==> images/layer_met1.png <==
Bar = 20 um. Supply wires on this layer in grey.
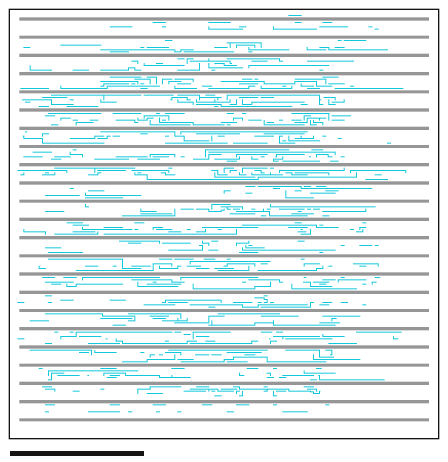
==> images/layer_met2.png <==
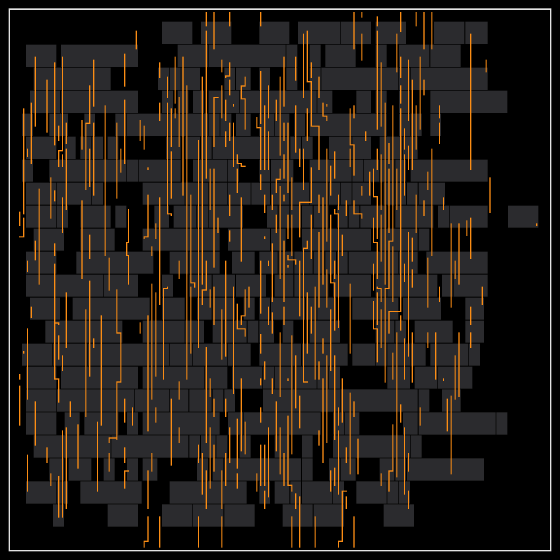
==> images/layer_met3.png <==
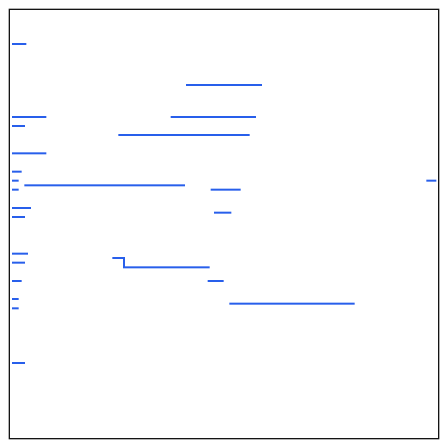
==> images/metal_density.png <==
13 x 13 tiles, from dark blue (low) to red (high), scaled to the fullest tile. Values are wire area over tile area, all layers added.
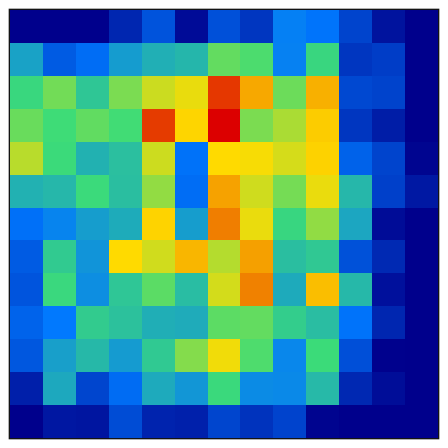
==> images/congestion.png <==
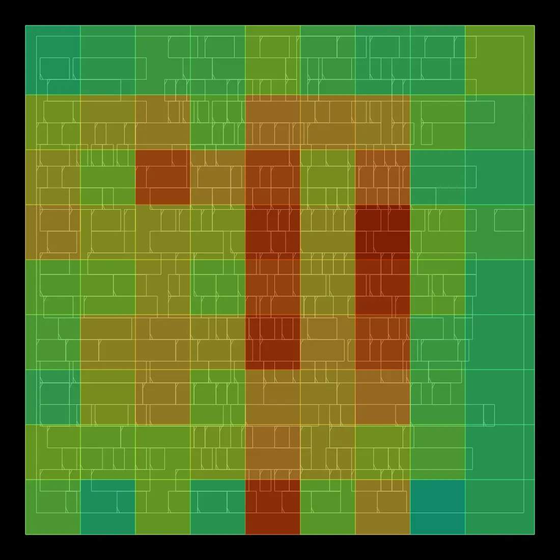
==> config.mk <==
export PLATFORM = sky130hd
export DESIGN_NAME = rns_sub_scheduler
export DESIGN_NICKNAME = d
export VERILOG_FILES = /design/src/rtl/rns_sub_scheduler.sv
export SDC_FILE = /design/constraint.sdc
export NUM_CORES = 1
export LEC_CHECK = 0
export ABC_AREA = 1
export ABC_CLOCK_PERIOD_IN_PS = 2400
export CORE_UTILIZATION = 48
export CTS_BUF_LIST = sky130_fd_sc_hd__clkbuf_8
export CTS_CLUSTER_SIZE = 24
export DETAILED_ROUTE_END_ITERATION = 16
export PLACE_DENSITY_LB_ADDON = 0.2
export SKIP_LAST_GASP = 1
export SLEW_MARGIN = 10
export SYNTH_ARGS = -nofsm -noshare
export SYNTH_HDL_FRONTEND = slang
export SYNTH_SLANG_ARGS = --single-unit
==> constraint.sdc <==
create_clock -name clk -period 2.4 [get_ports clk]
set_input_delay 0.72 -clock clk [delete_from_list [all_inputs] [get_ports clk]]
set_output_delay 0.72 -clock clk [all_outputs]
set_load 0.02 [all_outputs]
==> Slide: Implementation Results <==
Run Summary

Logic synthesis
  • Syn. warnings: 0
  • Synthesized-area fraction occupied by and/or/nand/nor cells: 31.3%
  • Most frequent cell after synthesis: sky130_fd_sc_hd__nand2_1
  • Number of enable flip-flop cells: 0
  • Async S/R FF share, synth: 100%
  • Syn Area/Cell: roughly 8.3 um2
  • Dominant register cell: sky130_fd_sc_hd__dfrtp_1
  • Number of synthesized register bits: 32
  • Synth Net Count: 253
  • Leading post-synthesis cells by instance count: 52 x sky130_fd_sc_hd__nand2_1, 32 x sky130_fd_sc_hd__dfrtp_1, 30 x sky130_fd_sc_hd__inv_1, 23 x sky130_fd_sc_hd__nor2_1, 18 x sky130_fd_sc_hd__nand3_1
  • Number of unique standard cell types used by synthesis: 25

STA
  • Transition time of the tightest slew-check pin: 0.510 ns
  • Hold violation total from the final report: 0
  • Final number of max-transition violations: 0
  • Maximum frequency from static timing analysis: 431 MHz
  • Setup Total Neg Slack: 0 ns
  • Fraction of the cycle the final worst path needs: 96.6%

Clock tree
  • Hold-fix buffers at CTS: 0
  • Number of buffers inserted during clock tree synthesis: 5
  • Clock sinks: 32
  • Clock tree from TritonCTS: built
  • Post-CTS setup repair buffer count: 3

Global route
  • Grt ovf: 0
  • Largest net degree at the start of global routing: 33

Finish
  • Top cell class by occupied area: multi-input combinational cells
  • Comb/total area: between 30% and 40%
  • Layout multi-input combinational cell count: 150
  • Most frequent logic cell in the layout: sky130_fd_sc_hd__nand2_1
  • Register fraction of the total cell area: 31.3%
  • Commonest cells after routing, fill and taps aside: 48 x sky130_fd_sc_hd__nand2_1, 34 x sky130_fd_sc_hd__clkdlybuf4s50_1, 30 x sky130_fd_sc_hd__dfrtp_1
  • Area growth syn-to-layout: 39.5%

Flow run
  • Warning total across the stage logs: 28

Routing
  • Top Layer Used: met4
  • Length of routed wiring on met1: 1840 um

Placement
  • Post-DP HPWL: between 2000 and 3000 um
  • Number of instances in the placed design: 319

Floorplanning
  • Count of standard-cell rows: 22
  • Core Area: roughly 3700 um2
  • Pre-placement core utilization: 50.2%
  • Tap cells: 48
  • Die boundary height: around 64 um
  • Floorplan die width: between 60 and 70 um

Critical path
  • Highest net fanout along the worst path: 8
  • Register-to-register setup slack: 0.08 ns
  • Logic depth of the worst setup path including buffers: 13

Outcome
  • Run status: finished clean
-- layer_met1.png (at the start) --
nets with wire on the layer = 282
main direction = horizontal
share of all routed wire = 48%
total vias in the final route: 1584
global-route track usage on met1: 29.8%
total length of routed wires: 3840 um

-- layer_met2.png (at the start) --
nets with wire on the layer = 257
share of all routed wire = 48%
met2 Resource Use GR: 36.4%

-- layer_met3.png (at the start) --
nets with wire on the layer = 21
longest straight run = 23.7 um
main direction = horizontal
wire length on this layer = 138 um
share of all routed wire = 3.6%
routing usage on met3: 4.29%

-- metal_density.png (at the start) --
nearly empty tiles = 12%
densest ninth of the die = centre
fullest tile = 0.41
tiles over half the peak = 29%
mean over tiles = 0.15
emptiest ninth of the die = south-east
routed wire length per instance: 11.6 um
global router's overall resource usage: 22.1%

-- congestion.png (at the start) --
end-of-flow core utilization: 70.1%
GR peak layer: met2

